==> config.mk <==
export PLATFORM = sky130hd
export DESIGN_NAME = spi_peripheral
export DESIGN_NICKNAME = d
export VERILOG_FILES = /design/src/rtl/spi_peripheral.sv
export SDC_FILE = /design/constraint.sdc
export NUM_CORES = 1
export LEC_CHECK = 0
export CORE_MARGIN = 5
export CORE_UTILIZATION = 25
export DETAILED_ROUTE_END_ITERATION = 7
export GPL_ROUTABILITY_DRIVEN = 0
export MAX_ROUTING_LAYER = met4
export PLACE_DENSITY = 0.49
export SLEW_MARGIN = 5
export SYNTH_ARGS = -nofsm -noshare
export SYNTH_HDL_FRONTEND = slang
export SYNTH_SLANG_ARGS = --single-unit
export TNS_END_PERCENT = 50
==> constraint.sdc <==
create_clock -name clk -period 6.2 [get_ports clk]
set_clock_uncertainty 0.05 [all_clocks]
set_input_delay 1.55 -clock clk [delete_from_list [all_inputs] [get_ports clk]]
set_output_delay 1.55 -clock clk [all_outputs]
set_load 0.01 [all_outputs]
==> src/rtl/spi_peripheral.sv <==
// SPI target endpoint, mode 0 only. SCLK, CS_n and MOSI are oversampled on clk
// through 2-FF synchronisers. Received words are queued in a small
// first-word-fall-through RX FIFO. Transmit words come from a one-deep holding
// register that refills the shift register at each word boundary.
`timescale 1ns/1ps
module spi_peripheral #(
   parameter int DATA_WIDTH = 8,
   parameter int RX_DEPTH   = 4
) (
   input  logic                  clk,
   input  logic                  rst,
   input  logic                  sclk,
   input  logic                  cs_n,
   input  logic                  mosi,
   output logic                  miso,
   output logic                  miso_oe,
   output logic [DATA_WIDTH-1:0] rx_data,
   output logic                  rx_valid,
   input  logic                  rx_ready,
   input  logic [DATA_WIDTH-1:0] tx_data,
   input  logic                  tx_valid,
   output logic                  tx_ready,
   output logic                  busy,
   output logic                  rx_overflow,
   output logic                  tx_underrun,
   output logic                  frame_abort
);

   localparam int CNT_W   = $clog2(DATA_WIDTH);
   localparam int PTR_W   = $clog2(RX_DEPTH);
   localparam int FILL_W  = PTR_W + 1;

   typedef enum logic [1:0] {
      S_DISARMED = 2'd0,
      S_ARMED    = 2'd1,
      S_BUSY     = 2'd2
   } state_t;

   state_t state, state_nxt;

   // synchroniser stages: _p0/_p1 are the 2-FF chain, _p2 is the previous synced value
   logic sclk_p0, sclk_p1, sclk_p2;
   logic cs_n_p0, cs_n_p1, cs_n_p2;
   logic mosi_p0, mosi_p1;

   logic sclk_rise, sclk_fall, cs_fall;
   logic frame_start, frame_end, bit_rise, bit_fall;

   logic [CNT_W-1:0]      bit_cnt;
   logic                  reload_pending;
   logic [DATA_WIDTH-2:0] rx_shift;
   logic [DATA_WIDTH-1:0] rx_word;
   logic [DATA_WIDTH-1:0] tx_shift;
   logic [DATA_WIDTH-1:0] hold_data;
   logic                  hold_full;
   logic                  word_done, fetch, hold_load;

   logic [DATA_WIDTH-1:0] mem [RX_DEPTH];
   logic [PTR_W-1:0]      wr_ptr, rd_ptr;
   logic [FILL_W-1:0]     fill;
   logic                  fifo_full, push_ok, pop;

   // Bring the asynchronous SPI pins into the clk domain
   always_ff @(posedge clk) begin
      if (rst) begin
         sclk_p0 <= 1'b0;
         sclk_p1 <= 1'b0;
         sclk_p2 <= 1'b0;
         cs_n_p0 <= 1'b0;
         cs_n_p1 <= 1'b0;
         cs_n_p2 <= 1'b0;
         mosi_p0 <= 1'b0;
         mosi_p1 <= 1'b0;
      end else begin
         sclk_p0 <= sclk;
         sclk_p1 <= sclk_p0;
         sclk_p2 <= sclk_p1;
         cs_n_p0 <= cs_n;
         cs_n_p1 <= cs_n_p0;
         cs_n_p2 <= cs_n_p1;
         mosi_p0 <= mosi;
         mosi_p1 <= mosi_p0;
      end
   end

   assign sclk_rise = sclk_p1 & ~sclk_p2;
   assign sclk_fall = ~sclk_p1 & sclk_p2;
   assign cs_fall   = ~cs_n_p1 & cs_n_p2;

   // Frame state register
   always_ff @(posedge clk) begin
      if (rst) state <= S_DISARMED;
      else     state <= state_nxt;
   end

   // Arming and frame sequencing; CS_n release has priority over any SCLK edge
   always_comb begin
      state_nxt   = state;
      frame_start = 1'b0;
      frame_end   = 1'b0;
      bit_rise    = 1'b0;
      bit_fall    = 1'b0;
      case (state)
         S_DISARMED: if (cs_n_p1) state_nxt = S_ARMED;
         S_ARMED: begin
            if (cs_fall) begin
               state_nxt   = S_BUSY;
               frame_start = 1'b1;
            end
         end
         S_BUSY: begin
            if (cs_n_p1) begin
               state_nxt = S_ARMED;
               frame_end = 1'b1;
            end else begin
               bit_rise = sclk_rise;
               bit_fall = sclk_fall;
            end
         end
         default: state_nxt = S_DISARMED;
      endcase
   end

   assign word_done = bit_rise && (bit_cnt == CNT_W'(DATA_WIDTH - 1));
   assign rx_word   = {rx_shift, mosi_p1};
   assign fetch     = frame_start | (bit_fall & reload_pending);
   assign hold_load = tx_valid & ~hold_full;

   assign fifo_full = (fill == FILL_W'(RX_DEPTH));
   assign rx_valid  = (fill != '0);
   assign pop       = rx_valid & rx_ready;
   assign push_ok   = word_done & (~fifo_full | pop);

   // Control state: bit counter, reload flag, holding-register flag, FIFO pointers, pulses
   always_ff @(posedge clk) begin
      if (rst) begin
         bit_cnt        <= '0;
         reload_pending <= 1'b0;
         hold_full      <= 1'b0;
         wr_ptr         <= '0;
         rd_ptr         <= '0;
         fill           <= '0;
         rx_overflow    <= 1'b0;
         tx_underrun    <= 1'b0;
         frame_abort    <= 1'b0;
      end else begin
         if (frame_start || frame_end) bit_cnt <= '0;
         else if (bit_rise)            bit_cnt <= word_done ? '0 : bit_cnt + CNT_W'(1);

         if (frame_start || frame_end)         reload_pending <= 1'b0;
         else if (word_done)                   reload_pending <= 1'b1;
         else if (bit_fall && reload_pending)  reload_pending <= 1'b0;

         // a fetch and a load in the same cycle leave the new word in the register
         if (hold_load)  hold_full <= 1'b1;
         else if (fetch) hold_full <= 1'b0;

         if (push_ok) wr_ptr <= wr_ptr + PTR_W'(1);
         if (pop)     rd_ptr <= rd_ptr + PTR_W'(1);
         case ({push_ok, pop})
            2'b10:   fill <= fill + FILL_W'(1);
            2'b01:   fill <= fill - FILL_W'(1);
            default: fill <= fill;
         endcase

         rx_overflow <= word_done & fifo_full & ~pop;
         tx_underrun <= fetch & ~hold_full;
         frame_abort <= frame_end & (bit_cnt != '0);
      end
   end

   // Data path: shift registers, holding register and FIFO storage
   always_ff @(posedge clk) begin
      if (bit_rise)  rx_shift  <= rx_word[DATA_WIDTH-2:0];
      if (hold_load) hold_data <= tx_data;
      if (fetch)         tx_shift <= hold_full ? hold_data : '0;
      else if (bit_fall) tx_shift <= {tx_shift[DATA_WIDTH-2:0], 1'b0};
      if (push_ok) mem[wr_ptr] <= rx_word;
   end

   assign busy     = (state == S_BUSY);
   assign miso_oe  = busy;
   assign miso     = busy & tx_shift[DATA_WIDTH-1];
   assign rx_data  = rx_valid ? mem[rd_ptr] : '0;
   assign tx_ready = ~hold_full;

endmodule
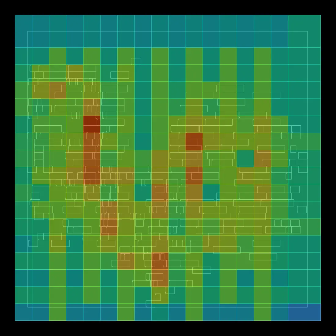
congestion_map.png
met2 Usage GRT: 12.3%
grt met3 use: 3.16%
GRT Util Overall: 8.28%
end-of-flow core utilization: 31.8%

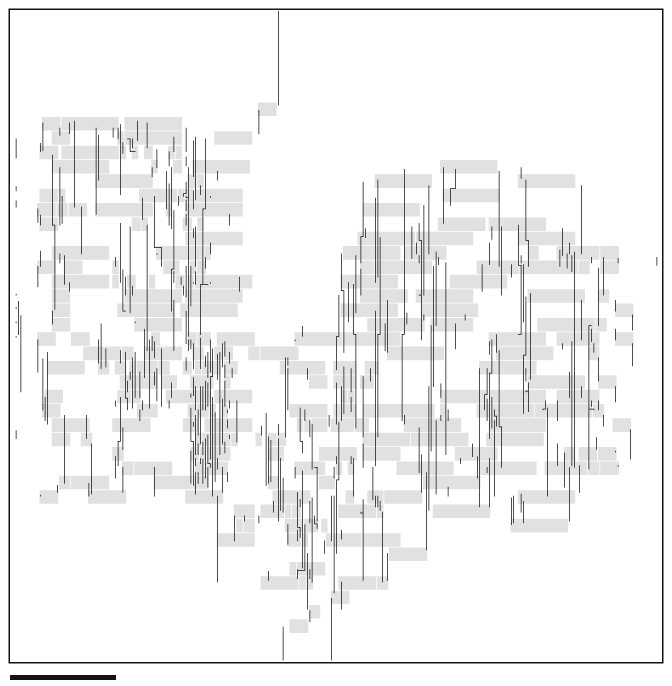
m2.png
The bar under the picture is 20 um long. Cells faint in the background.
wire length on this layer = 2480 um
longest straight run = 40.8 um

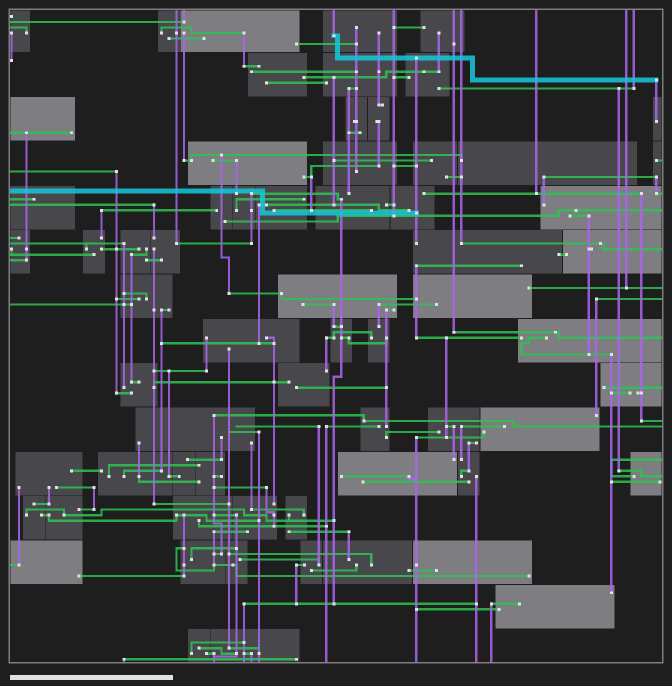
closeup.png
The bar under the picture is 10 um long. Window x 42 to 82, y 17 to 57 um. Cells in grey, sequential cells in the stronger grey; small squares are vias.
green -> M1
purple -> M2
cyan -> M3
netlist names of flops here include = fill (2), mem (2), rd_ptr (2)
most frequent = dfxtp_1 (10), nor2_1 (9), inv_1 (5)
cells with their middle in the window = 59
sequential cells in the window = 13

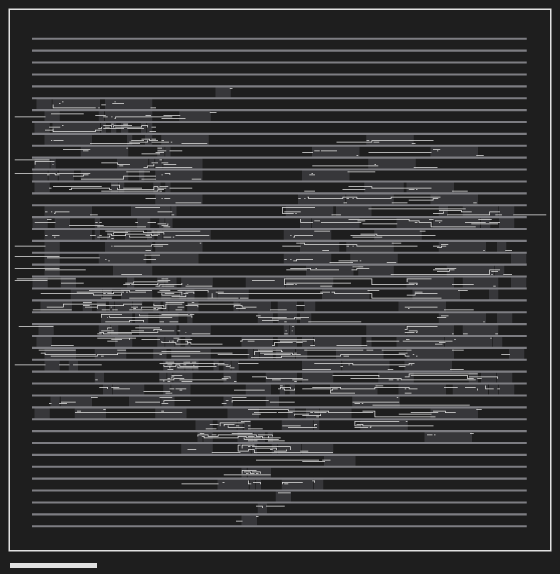
m1.png
The bar under the picture is 20 um long. Supply wires on this layer in grey. Cells faint in the background.
wire length on this layer = 2600 um
nets with wire on the layer = 252
main direction = horizontal
share of all routed wire = 48%
WL final: 5410 um
M1 GR Usage: 10.4%
DR vias: 1746

==> run_results.csv <==
group,metric,value,unit
final_timing,slew_headroom,28.1,%
synth,ys_cells,225,
finish,fillers,1276,
synth,aoi_share,4.81,%
final_timing,worstMarginPinSlew,1070,ps
floorplanning,row_count,41,
status,status,"finished clean",
clock_network,htree_levels,3,
routing,viasPerCell,4.03,
synth,fp_nets,248,
worst_setup_path,critPathKind,"flip-flop to output pin",
final_timing,setup_viol,0,
clock_network,numCtsBuffers,9,
synth,ys_types,42,
final_timing,fin_crit_sh,62.1,%
power_and_ir_drop,combPwrFrac,15.5,%
clock_network,cts_resized,0,
power_and_ir_drop,p_sw_share,23.8,%
final_timing,fin_tns_setup,0,ps
hold_path,min_path_cells,1,
routing,dr.first_iter.drc_count,60,
placed_design,io_buffers,30,
hold_path,min-delay-path-class,"flip-flop to flip-flop",
synth,top_area_cell,"edfxtp_1",
synth,edf_count,55,
power_and_ir_drop,ir_worst_vdd,0.000131,V
synth,dominantRegCellSynth,"edfxtp_1",
finish,area.combinational,942,um^2
clock_network,tritoncts,"done",
floorplanning,pin_count,31,
synth,ys_sh_adder,3.34,%
finish,regArea,2190,um^2
worst_setup_path,slowest_delay,690,ps
routing,first_pass_iters,4,
synth,ys_chip_area,3220,um^2
worst_setup_path,r2r_slack,3810,ps
final_timing,finalCriticalPeriod,3850,ps
synth,synthXorXnorAreaFrac,0.815,%
clock_network,numClockSinks,82,
hold_path,min_from,"sclk_p0$_SDFF_PP0_",
clock_network,post_cts_buffers,0,
worst_setup_path,cp-end-kind,"output pin",
finish,synthToLayoutAreaGrowth,24.5,%
synth,yosys_warnings,0,
routing,drc,0,
## layout make-up
| class | instances | share of cell area [%] |
|---|---|---|
| multi-input combinational | 123 | 23.5 |
| clock buffer | 9 | 5.61 |
| inverter | 10 | 0.935 |
| tap | 172 | 5.36 |
| sequential | 82 | 54.6 |
| clock inverter | 7 | 2.49 |
| timing repair buffer | 30 | 7.48 |
## critical path: cells and delay by family, from the launching register on
family / cells / cell delay, ps
buffers and inverters: 1 / 470
flip-flops: 1 / 690
multiplexers: 1 / 590
AND/OR/NAND/NOR: 1 / 170
## kinds of logic (layout without fill, tap and decap cells)
kind of cell,count (synthesis),after routing
AND/OR/NAND/NOR,75,75
flip-flops,82,82
buffers and inverters,20,56
multiplexers,12,12
XOR/XNOR,3,3
adder cells (fa/ha/maj),8,8
AND-OR/OR-AND,25,25
## worst max path at each step
| stage | from | to | slack, ps | depth (start not counted) |
|---|---|---|---|---|
| after floorplan | rx_ready | fill[2]$_SDFFE_PP0P_ | 2980 | 7 |
| after global placement | rx_ready | fill[2]$_SDFFE_PP0P_ | 2350 | 8 |
| after detailed placement | rx_ready | fill[2]$_SDFFE_PP0P_ | 2270 | 8 |
| after CTS | flip-flop | rx_data[5] | 2290 | 3 |
| after global routing | flip-flop | rx_data[5] | 2180 | 3 |
| final | flip-flop | rx_data[4] | 2350 | 3 |
## power by group through the flow
stage | logic [uW] | registers (uW) | clock network, uW
after floorplan | 148 | 619 | 0
after global placement | 221 | 640 | 0
after CTS | 226 | 628 | 595
final | 220 | 627 | 578
after global routing | 245 | 633 | 621
after detailed placement | 226 | 640 | 0
## placed cells by master (no fill, tap or decap), drive strengths merged, types with 2 or more instances in the layout
cell type and count:
ha 7, xor2 2, and2 13, nor2 13
nand3 3, mux2 3, nor3 2, bufinv 2
or3 2, mux4 8, clkbuf 9, dfxtp 27
a21oi 10, edfxtp 55, nor2b 11, nand2b 2
o21ai 9, nand2 21, clkdlybuf4s50 30, inv 13
## registers in the layout (all words and copies together) (netlist names), 2 cells and up, named ones only
name       cells
mem           32
hold_data      8
tx_shift       8
rx_shift       7
bit_cnt        3
fill           3
rd_ptr         2
state          2
wr_ptr         2
## routing by layer
metal | share of wire [%] | vias up | wire length, um | GRT usage (%)
li1 | - | 863 | - | -
met3 | 5.1 | 5 | 274 | 3.16
met1 | 48 | 833 | 2600 | 10.4
met2 | 46 | 45 | 2480 | 12.3
met4 | 1.1 | 0 | 57 | 2.70
met5 | 0 | - | 0 | -
## per-stage QoR
stage,util (%),setup WS [ps]
detailed placement,29.2,2270
global route,31.8,2180
finish,31.8,2350
floorplan,-,2980
global placement,29.2,2350
CTS,31.8,2290
Power and IR drop assume default switching activity.
